**Signal wires on met1**

The bar under the picture is 20 um long.
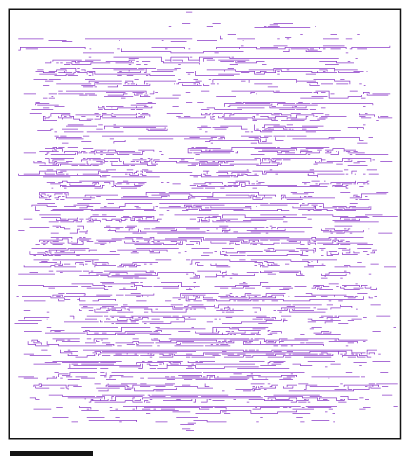
**Met2 routing**

The bar under the picture is 20 um long. Cells faint in the background.
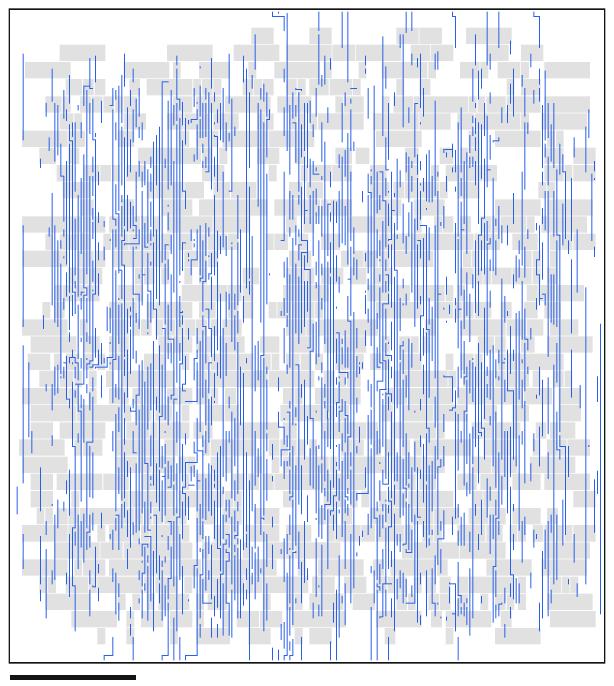
**Signal wires on met3**

The bar under the picture is 20 um long. Cells faint in the background.
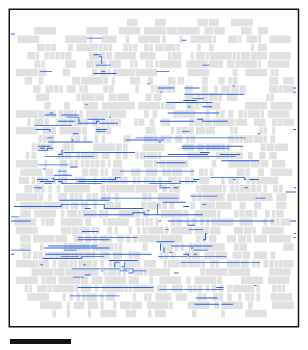
**Met4 routing**

The bar under the picture is 20 um long.
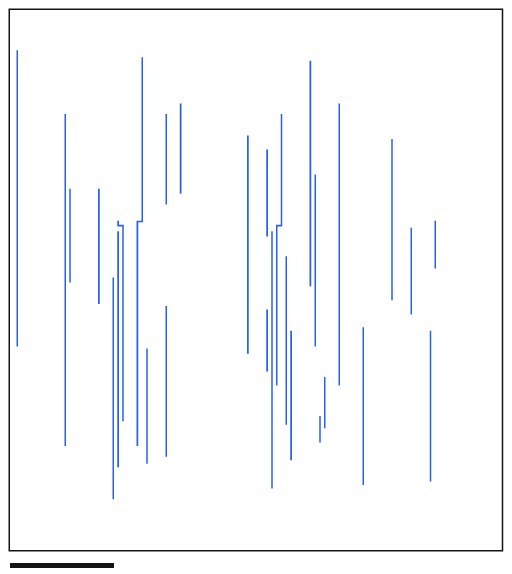
**Routing congestion map**

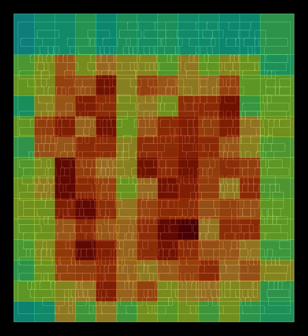
### config.mk
export PLATFORM = sky130hd
export DESIGN_NAME = vcmd_v3
export DESIGN_NICKNAME = d
export VERILOG_FILES = /design/src/rtl/vcmd_v3.sv
export SDC_FILE = /design/constraint.sdc
export NUM_CORES = 1
export LEC_CHECK = 0
export CORE_ASPECT_RATIO = 1.1
export CORE_MARGIN = 1
export CORE_UTILIZATION = 55
export DETAILED_ROUTE_END_ITERATION = 7
export GPL_TIMING_DRIVEN = 0
export HOLD_SLACK_MARGIN = 0.08
export PLACE_DENSITY = 0.76
export SLEW_MARGIN = 0
export SYNTH_ARGS = -nofsm -noshare
export SYNTH_HDL_FRONTEND = slang
export SYNTH_SLANG_ARGS = --single-unit
### constraint.sdc
create_clock -name ByteClkIn -period 2.8 [get_ports ByteClkIn]
set_input_delay 0.28 -clock ByteClkIn [delete_from_list [all_inputs] [get_ports ByteClkIn]]
set_output_delay 0.28 -clock ByteClkIn [all_outputs]
set_load 0.005 [all_outputs]
### src/rtl/vcmd_v3.sv
// vcmd_v3 -- video command receiver and VRAM write-address generator.
//
// Decodes a byte stream into framebuffer writes. With DataModeEnable=0 a byte
// is a command id or command parameter; with DataModeEnable=1 it is a pixel
// that is written at NextAddr, after which NextAddr advances by Stride.
// A hardware fill writes one value cnt times at stride-spaced addresses.
//
// Handshake: a byte is consumed on every rising edge where ByteValidIn=1.
// There is no backpressure; while BusyOut=1 any valid byte is dropped and
// ErrorOut[1] is set. Each write appears on WriteEnOut/AddrOut/DataOut for
// exactly one cycle, one clock after the byte (or fill step) that caused it.
//
// Ports:
//   ByteClkIn      system clock, rising edge
//   ResetIn        synchronous active-high reset
//   ByteValidIn    ByteIn valid this cycle
//   DataModeEnable 0 = command byte, 1 = data byte
//   ByteIn         incoming byte
//   WriteEnOut     one-cycle VRAM write strobe
//   AddrOut        write address, valid with WriteEnOut
//   DataOut        write data, valid with WriteEnOut
//   BusyOut        fill in progress (high exactly while in the Fill state)
//   ErrorOut       sticky: [0] unknown command, [1] byte dropped while busy

module vcmd_v3 #(
  parameter int AWIDTH = 18,
  parameter int DWIDTH = 8,
  parameter int CWIDTH = 16
) (
  input  logic              ByteClkIn,
  input  logic              ResetIn,
  input  logic              ByteValidIn,
  input  logic              DataModeEnable,
  input  logic [DWIDTH-1:0] ByteIn,
  output logic              WriteEnOut,
  output logic [AWIDTH-1:0] AddrOut,
  output logic [DWIDTH-1:0] DataOut,
  output logic              BusyOut,
  output logic [1:0]        ErrorOut
);

  localparam int PW = AWIDTH - 16;  // page bits taken from the page byte

  typedef enum logic [3:0] {
    ReadCmdId,
    AddrPage,
    AddrHigh,
    AddrLow,
    StrideByte,
    CntHigh,
    CntLow,
    FillVal,
    Fill
  } state_t;

  state_t            state, stateNext;
  logic [AWIDTH-1:0] nextAddr, nextAddrNext;
  logic [AWIDTH-1:0] stride, strideNext;
  logic [PW-1:0]     pageReg, pageNext;
  logic [7:0]        highReg, highNext;
  logic [CWIDTH-1:0] fillCnt, fillCntNext;
  logic [DWIDTH-1:0] fillVal, fillValNext;
  logic              weNext, busyNext;
  logic [AWIDTH-1:0] addrOutNext;
  logic [DWIDTH-1:0] dataOutNext;
  logic [1:0]        errNext;

  always_ff @(posedge ByteClkIn) begin
    if (ResetIn) begin
      state      <= ReadCmdId;
      nextAddr   <= '0;
      stride     <= AWIDTH'(1);
      pageReg    <= '0;
      highReg    <= '0;
      fillCnt    <= '0;
      fillVal    <= '0;
      WriteEnOut <= 1'b0;
      AddrOut    <= '0;
      DataOut    <= '0;
      BusyOut    <= 1'b0;
      ErrorOut   <= 2'b00;
    end else begin
      state      <= stateNext;
      nextAddr   <= nextAddrNext;
      stride     <= strideNext;
      pageReg    <= pageNext;
      highReg    <= highNext;
      fillCnt    <= fillCntNext;
      fillVal    <= fillValNext;
      WriteEnOut <= weNext;
      AddrOut    <= addrOutNext;
      DataOut    <= dataOutNext;
      BusyOut    <= busyNext;
      ErrorOut   <= errNext;
    end
  end

  always_comb begin
    stateNext    = state;
    nextAddrNext = nextAddr;
    strideNext   = stride;
    pageNext     = pageReg;
    highNext     = highReg;
    fillCntNext  = fillCnt;
    fillValNext  = fillVal;
    weNext       = 1'b0;
    addrOutNext  = AddrOut;
    dataOutNext  = DataOut;
    errNext      = ErrorOut;

    if (state == Fill) begin
      // The write shown this cycle was decided at the previous edge; fillCnt
      // holds the writes still to issue after it.
      if (ByteValidIn) errNext[1] = 1'b1;
      if (fillCnt != '0) begin
        weNext       = 1'b1;
        addrOutNext  = nextAddr;
        dataOutNext  = fillVal;
        nextAddrNext = nextAddr + stride;
        fillCntNext  = fillCnt - 1'b1;
      end else begin
        stateNext = ReadCmdId;
      end
    end else if (ByteValidIn) begin
      if (DataModeEnable) begin
        // Data byte: write it and abandon any partial command.
        weNext       = 1'b1;
        addrOutNext  = nextAddr;
        dataOutNext  = ByteIn;
        nextAddrNext = nextAddr + stride;
        stateNext    = ReadCmdId;
      end else begin
        case (state)
          ReadCmdId: begin
            case (ByteIn)
              8'h00:   stateNext = ReadCmdId;
              8'h01:   stateNext = AddrPage;
              8'h02:   stateNext = StrideByte;
              8'h03:   stateNext = CntHigh;
              default: errNext[0] = 1'b1;
            endcase
          end
          AddrPage: begin
            pageNext  = ByteIn[PW-1:0];
            stateNext = AddrHigh;
          end
          AddrHigh: begin
            highNext  = ByteIn;
            stateNext = AddrLow;
          end
          AddrLow: begin
            nextAddrNext = {pageReg, highReg, ByteIn};
            stateNext    = ReadCmdId;
          end
          StrideByte: begin
            strideNext = AWIDTH'(ByteIn);
            stateNext  = ReadCmdId;
          end
          CntHigh: begin
            fillCntNext[15:8] = ByteIn;
            stateNext         = CntLow;
          end
          CntLow: begin
            fillCntNext[7:0] = ByteIn;
            stateNext        = FillVal;
          end
          FillVal: begin
            fillValNext = ByteIn;
            if (fillCnt != '0) begin
              // First fill write issues together with entering Fill.
              weNext       = 1'b1;
              addrOutNext  = nextAddr;
              dataOutNext  = ByteIn;
              nextAddrNext = nextAddr + stride;
              fillCntNext  = fillCnt - 1'b1;
              stateNext    = Fill;
            end else begin
              stateNext = ReadCmdId;
            end
          end
          default: stateNext = ReadCmdId;
        endcase
      end
    end

    busyNext = (stateNext == Fill);
  end

endmodule

==> Slide: Implementation Results <==
Physical Implementation Snapshot

Logic synthesis
  – Yosys stat cell total: about 650
  – Top cells, area: dfxtp_1 37%, nand2_1 8.3%, a21oi_1 6.1%, nor2_1 4.4%, nand3_1 2.5%
  – Area leader, netlist: dfxtp_1
  – Fraction of registers with async set/reset: 0%
  – Prevailing post-synth register cell: dfxtp_1
  – Chip area line of the yosys report: just over 5000 um2
  – Flops after synth: ~94
  – Synth Cell Area: roughly 5100 um2
  – Avg Inst Size Synth: between 7 and 8 um2
  – Complex Gates by Area: approximately a quarter
  – Syn nets: approximately 670
  – Adder Share, Synth: 2.58%
  – Main logic family: AND-OR/OR-AND gates
  – EDFF count, synth: 0
  – Most common cell in the netlist: nand2_1
  – Yosys simple share: ~24%
  – Yosys cell types: a little over 80
  – Synth warnings: 0
  – Post-synth top cells: 113 x nand2_1, 94 x dfxtp_1, 63 x a21oi_1
  – Sequential share of the synthesized area: between 30% and 40%
  – Post-Syn Instances: 646
  – Top-area cell share: between 30% and 40%
  – MUX share of area: under 10%

Final layout
  – Final instance area: between 5000 and 6000 um2
  – Comb area: approximately 3000 um2
  – Layout clock buffers: 11
  – Fin cells: ~810
  – Largest regs: AddrOut (18), nextAddr (18), fillCnt (16)
  – FILL cells: 799
  – Signal buffers share of area: around a tenth
  – Comb_multi_in: around 500
  – Non-Clock Inverter Count: 16
  – Multi-input gate share of total cell area: around half
  – Seq area share: between 30% and 40%
  – Reg area: ~1900 um2
  – Layout area overhead: 14.1%
  – Diode count: 0
  – Area fraction of clock buffers and clock inverters: ~3.6%
  – Non-clock buffer count in the final layout: between 80 and 90
  – Layout Nets: 715
  – Most numerous logic cell after layout: nand2_1
  – Top cell category: multi-input combinational cells

Timing
  – Skew final: 0.0121 ns
  – Worst-Margin Slew: 0.843 ns
  – Final setup TNS: 0 ns
  – RSZ-0062 raised after global routing: no
  – Minimum clock period after layout: 2.65 ns
  – Final count of pins violating max slew: 0
  – Worst Setup Slack, final: 0.147 ns
  – Worst slew margin: between 40% and 50%
  – Max Clock Freq: about 0.38 GHz
  – Final hold violations: 0
  – Fin Hold WS: just over 0.3 ns
  – Final setup viols: 0
  – Post-route clock period utilization: a little over nine tenths

CTS
  – Htree depth: 3
  – Setup bufs post-CTS: 0
  – Hold-fix buffer count after cts: 0
  – Clk latency late pin: 0.38 ns
  – Maximum root-to-sink buffer count: 2
  – Num CTS Buffers: 9
  – CTS sink cnt: between 90 and 100
  – Clk pin slew, worst setup/hold paths: approximately 0.10 ns
  – CTS tree: yes
  – Root Driver: clkbuf_8
  – Cts repair resizes: 0

Route
  – Met1 WL: 6530 um
  – Top routing layer used: met4
  – DRT iter0 DRCs: 486
  – Drt drc: 0
  – DRT antenna net count: 0
  – Met3 WL: about 1100 um
  – WL met2: about 7600 um
  – Via density: around 6.5

Critical path
  – Startpoint Class: flip-flop
  – Slowest-stage cell, CP: nor2_1
  – CP Class: flip-flop to flip-flop
  – Critical R2R Launch: fillCnt[0]
  – Peak fanout along the critical path: 8
  – Arr. time, crit path: ~3 ns
  – Crit. End Element: flip-flop
  – Worst setup path end: nextAddr[2]
  – CP required: approximately 3.1 ns
  – Crit-path leading delay family: simple AND/OR/NAND/NOR gates
  – Crit path from: fillCnt[0]
  – CP Buf/Inv Count: 1
  – Worst reg2reg path endpoint: nextAddr[2]
  – Worst reg2reg path depth: 8
  – Critical Path Stages: 8
  – CP max stage delay: approximately 0.58 ns
  – FF-to-FF setup slack: ~0.15 ns

Worst hold path
  – Hold path endpoint: highReg[2]
  – Hold Crit Depth: 3
  – Worst Hold Launch: ByteIn[2]

Power
  – Top pwr grp: sequential cells
  – Leak Pwr: slightly above 2 nW
  – Clock power share: about two fifths
  – Switching Fraction: 25.8%
  – Sequential power: about 1.4 mW
  – Flop pwr share: between 50% and 60%
  – Combinational power: ~0.26 mW
  – Power in the clock group: approximately 1.0 mW
  – Power Internal: just under 2 mW
  – Max rail drop VDD: roughly 0.37 mV
  – Power density cells: around 450 nW/um2
  – Total power after layout: 2.63 mW
  – Combinational power share: 9.7%

Die
  – Die area: slightly below 10000 um2
  – CORE AREA: around 9000 um2
  – N_taps: around 110
  – Ports: ~42
  – # rows: 36
  – FP Util: 57.3%
  – DIE HEIGHT: 103 um
  – Die width: 94.2 um

Placed design
  – I/O Buffers: 34
  – DP HPWL: around 12000 um
  – Setup slack at placement: about 0.15 ns
  – Placed Area: between 5000 and 6000 um2
  – Placed Cells: a little under 800
  – Placer Congestion: slightly below 1

GRT
  – Grt met2 use: around 57%
  – Total track usage: a little over a third
  – First-pass GRT wire length: ~25000 um
  – Gr ovfl total: 0
  – Grt met1 use: 41.5%
  – Largest net degree at the start of global routing: 16
  – Vias in the first global route: approximately 4800
  – Initial antenna violation count: 0

Job
  – Max_cap viols: 0

Run status
  – Status: finished clean
## Picture notes: 'signal wires on met1'
wire length on this layer = 6530 um
share of all routed wire = 40%
nets with wire on the layer = 684
longest straight run = 42.8 um
main direction = horizontal

## Picture notes: 'met2 routing'
share of all routed wire = 47%
wire length on this layer = 7600 um
main direction = vertical
nets with wire on the layer = 612

## Picture notes: 'signal wires on met3'
nets with wire on the layer = 97
wire length on this layer = 1150 um
longest straight run = 35.6 um
final wirelength: 16200 um
grt met3 use: 5.12%

## Picture notes: 'met4 routing'
main direction = vertical
wire length on this layer = 930 um
nets with wire on the layer = 24
share of all routed wire = 5.7%
vias after detailed routing: 5265

## Picture notes: 'routing congestion map'
per-cell routed wire length: 20.0 um
GRT Max-Usage Layer: met2
Finished Core Util: 65.4%

Power figures rest on the tool's default switching activity, not on a simulated workload.
